--- src/rtl/traffic_pkg.sv ---
// Shared definitions for the intersection controller blocks:
// light colour codes, the phase timer state encoding and the default clock rate.
package traffic_pkg;

   localparam logic [1:0] RED    = 2'b00;
   localparam logic [1:0] YELLOW = 2'b01;
   localparam logic [1:0] GREEN  = 2'b10;

   // System clock cycles per second; also the prescaler divisor.
   localparam int DEFAULT_CLK_HZ = 10000;

   typedef enum logic [1:0] {
      IDLE   = 2'd0,
      RUN    = 2'd1,
      PAUSED = 2'd2,
      FAULT  = 2'd3
   } timer_state_e;

endpackage

--- src/rtl/sec_prescaler.sv ---
// Divides the system clock down to a one-cycle pulse per second.
// The counter runs 0..CLK_HZ-1 while enabled, holds while disabled, and
// returns to 0 on clear. `wrap` flags the cycle whose edge completes a second.
module sec_prescaler
   import traffic_pkg::*;
#(
   parameter int CLK_HZ = DEFAULT_CLK_HZ
) (
   input  logic clk,
   input  logic clock_reset,
   input  logic enable,
   input  logic clear,
   output logic wrap
);

   localparam int            CW   = (CLK_HZ > 1) ? $clog2(CLK_HZ) : 1;
   localparam logic [CW-1:0] LAST = CW'(CLK_HZ - 1);

   logic [CW-1:0] cnt;

   assign wrap = enable && !clear && (cnt == LAST);

   // Count cycles within the current second; clear wins over enable.
   always_ff @(posedge clk or posedge clock_reset) begin
      // NOTE: sequential state uses non-blocking assignments so every flop
      // samples pre-edge values regardless of statement order.
      if (clock_reset) begin
         cnt <= '0;
      end else if (clear) begin
         cnt <= '0;
      end else if (enable) begin
         cnt <= (cnt == LAST) ? '0 : cnt + 1'b1;
      end
   end

endmodule

--- src/rtl/phase_timer.sv ---
// Phase countdown timer for the intersection controller.
// Loads a duration in seconds, counts it down on 1 s prescaler wraps, and
// pulses `phase_done` at the end. Supports pause, abort and retrigger.
// Optional watchdog (define PHASE_TIMER_WDOG_EN): too long in IDLE without a
// `load` latches `fault` until reset. Without it, `fault` stays 0 and the
// prescaler is held at 0 while idle.
module phase_timer
   import traffic_pkg::*;
#(
   parameter int CLK_HZ = DEFAULT_CLK_HZ,
   parameter int WDOG_S = 4
) (
   input  logic       clk,
   input  logic       clock_reset,
   input  logic       load,
   input  logic [7:0] load_s,
   input  logic       pause,
   input  logic       abort,
   output logic       busy,
   output logic [7:0] remaining,
   output logic       sec_tick,
   output logic       phase_done,
   output logic       fault
);

   timer_state_e state;
   logic         active;
   logic         psc_en;
   logic         psc_clr;
   logic         wrap;
   logic         wdog_trip;

   assign active = (state == RUN) || (state == PAUSED);

`ifdef PHASE_TIMER_WDOG_EN
   localparam int WW = $clog2(WDOG_S + 1);

   logic [WW-1:0] wdog_cnt;

   // In IDLE the prescaler free-runs to time the watchdog; FAULT freezes it.
   assign psc_clr = (state != FAULT) && (abort || load);
   assign psc_en  = (state == IDLE) || (active && !pause);

   // Count idle seconds since the last load/abort, saturating at WDOG_S.
   always_ff @(posedge clk or posedge clock_reset) begin
      if (clock_reset) begin
         wdog_cnt <= '0;
      end else if (psc_clr) begin
         wdog_cnt <= '0;
      end else if ((state == IDLE) && wrap && (wdog_cnt != WW'(WDOG_S))) begin
         wdog_cnt <= wdog_cnt + 1'b1;
      end
   end

   assign wdog_trip = (state == IDLE) && wrap && (wdog_cnt == WW'(WDOG_S - 1));
`else
   // No watchdog: the prescaler only runs during an unpaused phase.
   assign psc_clr   = abort || load || (state == IDLE);
   assign psc_en    = active && !pause;
   assign wdog_trip = 1'b0;
`endif

   sec_prescaler #(
      .CLK_HZ(CLK_HZ)
   ) u_prescaler (
      .clk         (clk),
      .clock_reset (clock_reset),
      .enable      (psc_en),
      .clear       (psc_clr),
      .wrap        (wrap)
   );

   // Timer FSM with registered outputs; priority abort > load > pause > count.
   always_ff @(posedge clk or posedge clock_reset) begin
      if (clock_reset) begin
         state      <= IDLE;
         busy       <= 1'b0;
         remaining  <= 8'd0;
         sec_tick   <= 1'b0;
         phase_done <= 1'b0;
         fault      <= 1'b0;
      end else begin
         sec_tick   <= 1'b0;
         phase_done <= 1'b0;
         if (state != FAULT) begin
            if (abort) begin
               state     <= IDLE;
               busy      <= 1'b0;
               remaining <= 8'd0;
            end else if (load) begin
               if (load_s != 8'd0) begin
                  state     <= RUN;
                  busy      <= 1'b1;
                  remaining <= load_s;
               end else begin
                  // Zero-length phase completes immediately.
                  state      <= IDLE;
                  busy       <= 1'b0;
                  remaining  <= 8'd0;
                  phase_done <= 1'b1;
               end
            end else if (active) begin
               state <= pause ? PAUSED : RUN;
               // wrap is only possible while unpaused.
               if (wrap && (remaining != 8'd0)) begin
                  sec_tick  <= 1'b1;
                  remaining <= remaining - 8'd1;
                  if (remaining == 8'd1) begin
                     state      <= IDLE;
                     busy       <= 1'b0;
                     phase_done <= 1'b1;
                  end
               end
            end else if (wdog_trip) begin
               state     <= FAULT;
               busy      <= 1'b0;
               remaining <= 8'd0;
               fault     <= 1'b1;
            end
         end
      end
   end

endmodule

--- config.mk ---
export PLATFORM = sky130hd
export DESIGN_NAME = phase_timer
export DESIGN_NICKNAME = d
export VERILOG_FILES = /design/src/rtl/traffic_pkg.sv /design/src/rtl/sec_prescaler.sv /design/src/rtl/phase_timer.sv
export SDC_FILE = /design/constraint.sdc
export NUM_CORES = 1
export LEC_CHECK = 0
export CORE_MARGIN = 5
export CORE_UTILIZATION = 60
export CTS_BUF_LIST = sky130_fd_sc_hd__clkbuf_4 sky130_fd_sc_hd__clkbuf_8
export DETAILED_ROUTE_END_ITERATION = 16
export PLACE_DENSITY = 0.87
export SETUP_SLACK_MARGIN = 0.02
export SYNTH_ARGS = -nofsm -noshare
export SYNTH_HDL_FRONTEND = slang
export SYNTH_HIERARCHICAL = 1
export SYNTH_SLANG_ARGS = --single-unit
--- constraint.sdc ---
create_clock -name clk -period 3.3 [get_ports clk]
set_input_delay 0.66 -clock clk [delete_from_list [all_inputs] [get_ports clk]]
set_output_delay 0.66 -clock clk [all_outputs]
set_load 0.05 [all_outputs]
==> deck_impl_summary.md <==
Key Metrics from the Run

Placement
  • Gpl congestion: 0.941
  • HPWL after DPL: between 3000 and 4000 um

Setup path
  • Cell-by-cell listing of the critical path: or4_4, nor4_4, and3b_2, and3b_1, o21ai_4, o311ai_0, o21ai_0
  • Data required, critical path: 3.51 ns
  • Count of buffering cells on the critical path with inverters included: 0
  • Cell family with most CP delay: simple AND/OR/NAND/NOR gates
  • Max stage delay on crit path: 0.59 ns
  • Crit Path Category: flop to flop

Floorplanning
  • Cell row count: 19

Synth
  • Tally of unique sky130hd cells used after synthesis: 54
  • Mapped Cells: 194
  • Most common reg cell: sky130_fd_sc_hd__dfrtp_1
  • Count of instantiated cells in the yosys netlist: 194
  • Synthesis warning total: 6

Power
  • Switching share of power: 34.6%
  • Net switching power: 0.255 mW
  • Static leakage: 0.801 nW
  • Clk pwr share: 21.1%
  • Power in combinational cells: ~0.22 mW
  • Heaviest power group: registers

Finish
  • Design Area, Final: 0.00199 mm2
  • Synth-to-layout area growth: 15.5%
  • Register ranked first by flip-flop count: u_prescaler/cnt
  • Antenna cell count: 0
  • Largest registers: u_prescaler/cnt (14), remaining (8), state (2)
  • Most frequent logic cell in the layout: sky130_fd_sc_hd__dfrtp_1

Clock tree
  • Maximum level of the CTS H-tree: 1
  • Clock input transition at the sequential cells of the worst setup and hold paths: 0.15 ns
  • Cts bufs inserted: 3

Routing
  • Average routed wire per standard cell: 16.4 um
  • Met3 routed WL: between 200 and 300 um
  • Iteration-0 DRC count of the detailed router: 147
  • Antenna-violating nets left: 0

Run
  • Number of warnings in the stage logs: 29

Global route
  • Global route hottest layer: met2
  • Total GRT Usage: 21.2%
  • Met2 usage: 35.2%
  • Largest net degree at the start of global routing: 22

Status
  • Result of the run: completed

Timing
  • Final worst path period need: between 2 and 3 ns
  • Count of endpoints failing setup in the final report: 0
  • Share of the cycle needed by the critical path after routing: 77.3%
  • Hold Fails Final Rpt: 0
## path summary, 6_finish.rpt
path,to,from,cells after the start
worst max register to register,remaining[7]$_DFFE_PP0P_,u_prescaler/cnt[4]$_DFFE_PP0P_,7
worst max-delay path,remaining[7]$_DFFE_PP0P_,u_prescaler/cnt[4]$_DFFE_PP0P_,7
worst min-delay path,u_prescaler/cnt[10]$_DFFE_PP0P_,u_prescaler/cnt[10]$_DFFE_PP0P_,1
worst min register to register,u_prescaler/cnt[10]$_DFFE_PP0P_,u_prescaler/cnt[10]$_DFFE_PP0P_,1
min in group asynchronous,state[1]$_DFFE_PP0P_,clock_reset,2
max in group asynchronous,u_prescaler/cnt[12]$_DFFE_PP0P_,clock_reset,2
## per-stage QoR
| step | power [mW] | std cells | utilization [%] | setup WS [ns] | hold slack (ns) |
|---|---|---|---|---|---|
| 2_1_floorplan | 0.525 | 194 | - | 0.928 | 0.450 |
| 3_3_place_gp | 0.581 | 243 | 71.2 | 0.576 | 0.471 |
| 3_5_place_dp | 0.585 | 243 | 71.2 | 0.536 | 0.477 |
| 4_1_cts | 0.738 | 247 | 72.3 | 0.775 | 0.513 |
| 5_1_grt | 0.781 | 247 | 72.3 | 0.537 | 0.538 |
| 6_report | 0.738 | 247 | 72.3 | 0.749 | 0.515 |
## final cells by class
class,instances,area [um2]
sequential,27,676
tap,31,38.8
clock buffer,4,30.0
inverter,10,37.5
fill,210,763
multi-input combinational,150,967
timing repair buffer,25,245
## cell families after synthesis
group,count (synthesis),synth area share [%]
AND/OR/NAND/NOR,90,29.3
AND-OR/OR-AND,51,21.2
flip-flops,27,39.1
buffers and inverters,17,4.86
adder cells (fa/ha/maj),6,4.35
XOR/XNOR,2,1.01
other,1,0.217
### Local utilization

The die is cut into 6 by 6 equal tiles; white is low, dark blue is high, 0 to 100% covered.
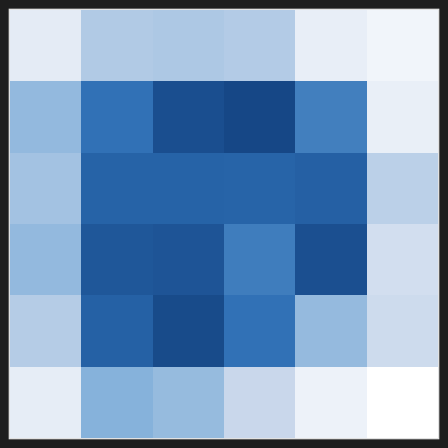
emptiest ninth of the die	bottom right
mean over tiles	48%
fullest tile	91%
fin util: 72.3%
area of the core: 0.00276 mm2
core utilization before placement: 62.6%

### Port wiring

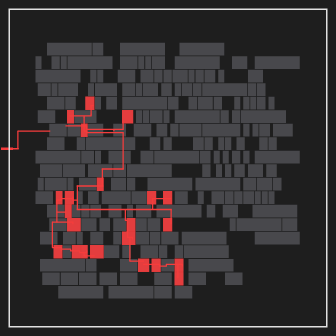
port	color	direction	end cells	buffers	wire
load	red	input	22	2	155 um
total I/O pin count: 25
number of buffer cells added on primary ports: 23

Power figures rest on the tool's default switching activity, not on a simulated workload.
